**Cell placement**

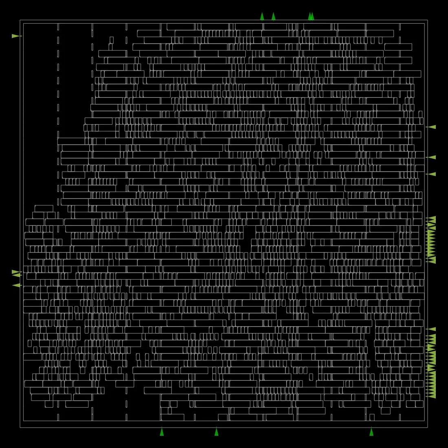
**Wires at chosen ports, followed through buffers**

(1.5 px per um)
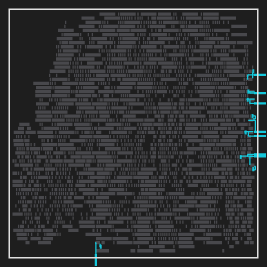
**I/O pins on the die edge**

(3 px per um) Pins as bars across the die edge, other pins in gray.
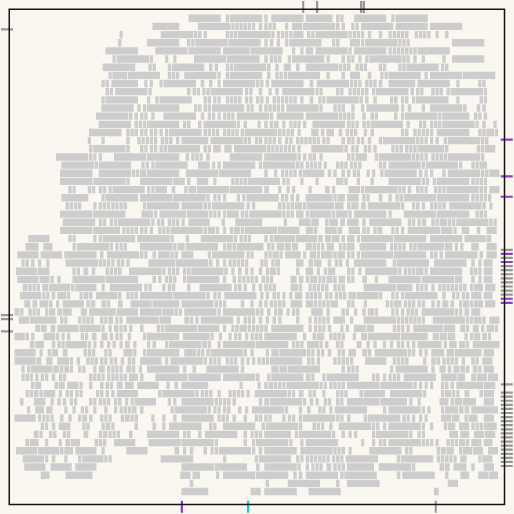
**Selected gate families**

(3 px per um)
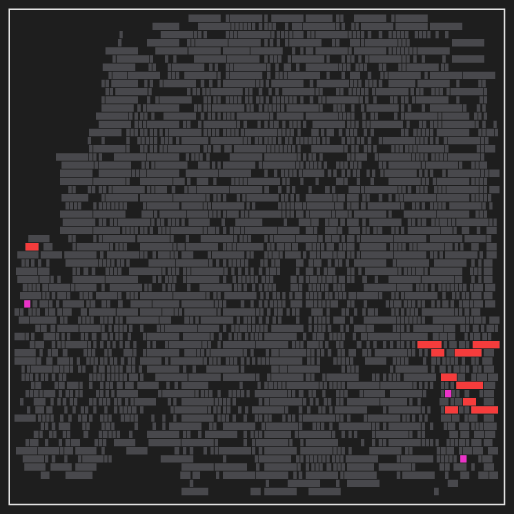
$ cat config.mk
export PLATFORM = sky130hd
export DESIGN_NAME = mips_exec_mem_unit
export DESIGN_NICKNAME = d
export VERILOG_FILES = /design/src/rtl/mips_pkg.sv /design/src/rtl/mips_clk_divider.sv /design/src/rtl/mips_exec_mem_unit.sv
export SDC_FILE = /design/constraint.sdc
export NUM_CORES = 1
export LEC_CHECK = 0
export ABC_AREA = 1
export CAP_MARGIN = 10
export CORE_UTILIZATION = 60
export DETAILED_ROUTE_END_ITERATION = 7
export HOLD_SLACK_MARGIN = 0.05
export PLACE_DENSITY = 0.83
export RECOVER_POWER = 25
export SETUP_SLACK_MARGIN = 0.3
export SKIP_LAST_GASP = 1
export SLEW_MARGIN = 0
export SYNTH_ARGS = -nofsm -noshare
export SYNTH_HDL_FRONTEND = slang
export SYNTH_HIERARCHICAL = 1
export SYNTH_SLANG_ARGS = --single-unit
export TNS_END_PERCENT = 100
$ cat constraint.sdc
create_clock -name Clk -period 6.18 [get_ports Clk]
set_input_delay 1.545 -clock Clk [delete_from_list [all_inputs] [get_ports Clk]]
set_output_delay 1.545 -clock Clk [all_outputs]
set_load 0.005 [all_outputs]
$ cat src/rtl/mips_pkg.sv
// Shared definitions for the 8-bit teaching MIPS core.
//   DW      : datapath width used across the core
//   ALU_ADD : ALUOp encoding for addition
//   ALU_SUB : ALUOp encoding for subtraction
package mips_pkg;
    localparam int DW = 8;

    localparam logic ALU_ADD = 1'b0;
    localparam logic ALU_SUB = 1'b1;
endpackage

$ cat src/rtl/mips_clk_divider.sv
// Board-clock divider producing the slow step clock for the program counter.
//   Clk       : board clock (rising edge)
//   Clear     : synchronous active-low reset
//   Slow_Clk  : divided clock, 50% duty, period 2*HALF_COUNT Clk cycles
//   Slow_Tick : one-Clk pulse in the first cycle Slow_Clk reads 1
module mips_clk_divider #(
    parameter int HALF_COUNT = 50000000
) (
    input  logic Clk,
    input  logic Clear,
    output logic Slow_Clk,
    output logic Slow_Tick
);
    localparam logic [31:0] LAST = 32'(HALF_COUNT - 1);

    logic [31:0] cnt;
    logic        slow_q;
    logic        tick_q;

    always_ff @(posedge Clk) begin
        if (!Clear) begin
            cnt    <= '0;
            slow_q <= 1'b0;
            tick_q <= 1'b0;
        end else if (cnt == LAST) begin
            cnt    <= '0;
            slow_q <= ~slow_q;
            // Pulse only on the 0->1 transition of the slow clock.
            tick_q <= ~slow_q;
        end else begin
            cnt    <= cnt + 32'd1;
            tick_q <= 1'b0;
        end
    end

    assign Slow_Clk  = slow_q;
    assign Slow_Tick = tick_q;
endmodule

$ cat src/rtl/mips_exec_mem_unit.sv
// Execute/memory slice: 8-bit add/sub ALU whose result addresses a small
// data memory, plus the slow step-clock divider.
//   Clk, Clear        : board clock, synchronous active-low reset
//   ALUOp             : 0 = add, 1 = subtract
//   Data1, Data2      : ALU operands
//   Write_Data        : store data
//   MemRead, MemWrite : load / store enables
//   ALU_Result, Zero  : ALU result (also memory address) and zero flag
//   Read_Data         : load data (0 when MemRead is low)
//   Slow_Clk, Slow_Tick : divided clock and its rising-edge pulse
module mips_exec_mem_unit
    import mips_pkg::*;
#(
    parameter int DW         = mips_pkg::DW,
    parameter int DEPTH      = 32,
    parameter int HALF_COUNT = 50000000
) (
    input  logic          Clk,
    input  logic          Clear,
    input  logic          ALUOp,
    input  logic [DW-1:0] Data1,
    input  logic [DW-1:0] Data2,
    input  logic [DW-1:0] Write_Data,
    input  logic          MemRead,
    input  logic          MemWrite,
    output logic [DW-1:0] ALU_Result,
    output logic          Zero,
    output logic [DW-1:0] Read_Data,
    output logic          Slow_Clk,
    output logic          Slow_Tick
);
    localparam int AW = $clog2(DEPTH);

    logic [DW-1:0] mem [DEPTH];
    logic [AW-1:0] idx;

    // ALU: wraps modulo 2^DW, no carry/overflow reporting.
    always_comb begin
        ALU_Result = Data1 + Data2;
        if (ALUOp == ALU_SUB) ALU_Result = Data1 - Data2;
    end

    assign Zero = (ALU_Result == '0);

    // High address bits are dropped so addresses alias modulo DEPTH.
    assign idx = ALU_Result[AW-1:0];

    assign Read_Data = MemRead ? mem[idx] : '0;

    // Reset preloads mem[i] = i so loads are observable straight out of reset;
    // the reset branch takes priority, which also blocks any store that edge.
    always_ff @(posedge Clk) begin
        if (!Clear) begin
            for (int i = 0; i < DEPTH; i++) mem[i] <= DW'(i);
        end else if (MemWrite) begin
            mem[idx] <= Write_Data;
        end
    end

    mips_clk_divider #(
        .HALF_COUNT(HALF_COUNT)
    ) u_div (
        .Clk      (Clk),
        .Clear    (Clear),
        .Slow_Clk (Slow_Clk),
        .Slow_Tick(Slow_Tick)
    );
endmodule

==> CHANGELOG.md <==
## Implementation

* Status: finished with violations
* Failing checks: max-capacitance violations, max-slew violations
* DRC Markers at 0
* First-pass GRT wire length at approximately 63 mm
* Synthesized area per cell at slightly below 8 um^2
* Share of post-route cells with drive strength above 1 at a little over a tenth
* Fp_density at about 61%
* R2R depth at 8
* Total tool warning count at 26
* Detailed placer's ending HPWL at 26.90 mm
* Async SR Flop Fraction at 0%
* Mapped Cells at between 2k and 2.5k
* TritonCTS buffer count at 30
* Clock Network Area Fraction at between 5 and 6%
* Top post-synthesis cells by count: 887 x nand2_1, 298 x inv_1, 288 x nor2_1
* Setup WS pre-CTS at -0.3025 ns
* Max-slew violations at 37
* Max FO, Critical Path at 7
* DP Cell Count at 2417
* Mi-comb count at 1352
* Critical path class: in -> out
* CTS Sinks at around 290
* Initial antenna violation count at 0
* Clk_lat worst skew at 0.56 ns
* Max clock buf depth at 3
* Max IR drop VDD at approximately 0.00023 V
* Hold Crit Class: reg -> reg
* Tot Pwr at roughly 5.3 mW
* Max Clock Freq at about 170 MHz
* Hold path startpoint: u_div/cnt[0]
* Synth top cell by count: nand2_1
* Rows at 59
* H-tree levels at 1
* Flops & latches, synth at between 200 and 300
* # nets final at 2163
* FF-to-FF Start: u_div/cnt[0]
* NonClk Buf Share at a little over 6%
* Final hold vios at 0
* Crit end category: output pin
* Vias/cell at roughly 5.3
* PwrDens at ~300 nW/um^2
* First-pass DRT Iterations at 6
* Largest class: registers
* Flop share of the area at 46.43%
* Reg2reg end: u_div/cnt[13]
* WHS Path Cells at 1
* Tot GR Track Use at 30.28%
* Gate Area at ~5900 um^2
* Critical Path AT at 4.22 ns
* Layout area overhead at 13.62%
* Hold Path End: u_div/cnt[0]
* Register area at around 8400 um^2
* Fill cells at between 2k and 2.5k
* Cell type with the largest total area: edfxtp_1
* Clock buf count at 36
* Setup ws final at about 0.42 ns
* Synth warn at 6
* Leak at 8.826 nW
* Final Wtd Congestion at between 0.9 and 1
* CTS Root Cell: clkbuf_16
* RSZ-0062 raised after global routing: no
* Post-synth seq share at a little over half
* Starting DRC count in detailed routing at roughly 1.4k
* Number of max-cap violations at 1
* # diodes at 0
* Flip-flops with a built-in enable at about 260
* Final Critical Period at roughly 5.8 ns
* Hold WS at 0.4559 ns
* Inverters at 333
* Cell Type Count at 32
* Ys flop type: edfxtp_1
* Slew @ Worst Pin at between 2 and 2.5 ns
* Final period util at between 90% and 100%
* Yosys stat cell total at around 2.1k
* Top-area cell share at about half
* Top cells excl fill/tap: 892 x nand2_1, 298 x inv_1, 294 x nor2_1
* CP Launch Type: input port
* Synthesized cell area at 15860 um^2
* # setup viols final at 0
* Synthesized Nets at ~2.1k
* Post-CTS Hold Buffers at 0
* Post-DR wirelength/cell at 16.14 um
* R2R Setup Slk at ~4.0 ns
* Critical path required time at around 4.6 ns
* Chip area at approximately 27000 um^2
* CTS clk-pin slew, worst paths at ~0.060 ns
* Setup TNS at 0 ns
* Final WL at ~40 mm
* DRT antenna net count at 0
* Design Area, Final at between 15000 and 20000 um^2
* Dpl cell area at about 17000 um^2
* TritonCTS clock tree: yes
* Rel. slew slack at -57.46%
* GRT overflow at 0
* Largest net degree at the start of global routing at about 50
* Vias at around 13k
* Registers at a little under 300
Notes on 'cell placement' above:
Core Area: 25980 um^2
fin util: 69.35%
tap cell count: 335
fin cells: 2483

Notes on 'wires at chosen ports, followed through buffers' above:
color	port	bits	direction	edge	end cells	buffers	wire
cyan	Write_Data	8	input	7 right, 1 bottom	8	8	109 um
# IOs: 48
Port Buffers: 47

Notes on 'I/O pins on the die edge' above:
color	port	pins	direction	edge
purple	Write_Data	8	input	7 right, 1 bottom
cyan	MemWrite	1	input	bottom
all pins by edge	37 right, 4 top, 4 left, 3 bottom
Chip Height: 164.6 um
Die X: 164.6 um

Notes on 'selected gate families' above:
color	family	cells
red	fa/ha/maj cells	10
magenta	and/or cells	3
multi-input combinational area share: 32.51%
most used logic cell in the final layout: nand2_1

[where the power goes]
group	internal (mW)	total, mW	switching, mW	leakage, nW
combinational	0.416	1.18	0.763	5.58
clock	1.09	1.86	0.769	0.491
sequential	2.25	2.28	0.0366	2.75
[cell families after synthesis]
| kind of cell | share of synthesized area [%] |
|---|---|
| flops | 52.76 |
| simple gates | 33.88 |
| compound gates | 1.065 |
| xor+xnor | 1.223 |
| buf+inv | 10.24 |
| fa+ha+maj | 0.8362 |
[registers in the layout (all words and copies together) (netlist names)]
register and count:
u_div/Slow_Tick 1, u_div/Slow_Clk 1, mem 256, u_div/cnt 32
[how the worst max path moves through the flow]
stage,start,to
floorplan,Data2[0],Read_Data[1]
global placement,Data2[0],Read_Data[6]
detailed placement,Data2[0],Read_Data[5]
CTS,Data2[1],Zero
global route,Data2[0],Read_Data[5]
finish,Data2[0],Read_Data[5]
[per-layer routing]
metal / wire length (um) / vias to the layer above / GRT usage (%)
met5: 0 / - / 0
met4: 1434 / 0 / 11.13
met3: 3573 / 102 / 4.269
met2: 19740 / 626 / 52.65
met1: 15320 / 6016 / 38.41
li1: - / 6315 / -
[critical path, stage by stage]
cell	delay, ns
clkdlybuf4s15_2	0.22
inv_2	0.05
ha_2	0.30
inv_1	0.04
o21ai_2	0.15
fa_2	0.56
buf_6	0.17
nand2_2	0.06
buf_6	0.12
nor2_1	0.04
nor2_1	0.13
nand2_1	0.08
nand2_1	0.07
nand2_1	0.06
nand2_1	0.06
nand2_1	0.08
nand2_1	0.08
nand2_1	0.08
nor2_1	0.09
dlygate4sd2_1	0.23
[what timing repair did]
action | 4_1_cts | 5_1_grt
setup endpoints to repair | 11 | 11
setup buffers | 6 | 4
gates resized | 27 | 26
pin swaps | 8 | 9
Power is estimated from default activity; no workload was simulated.
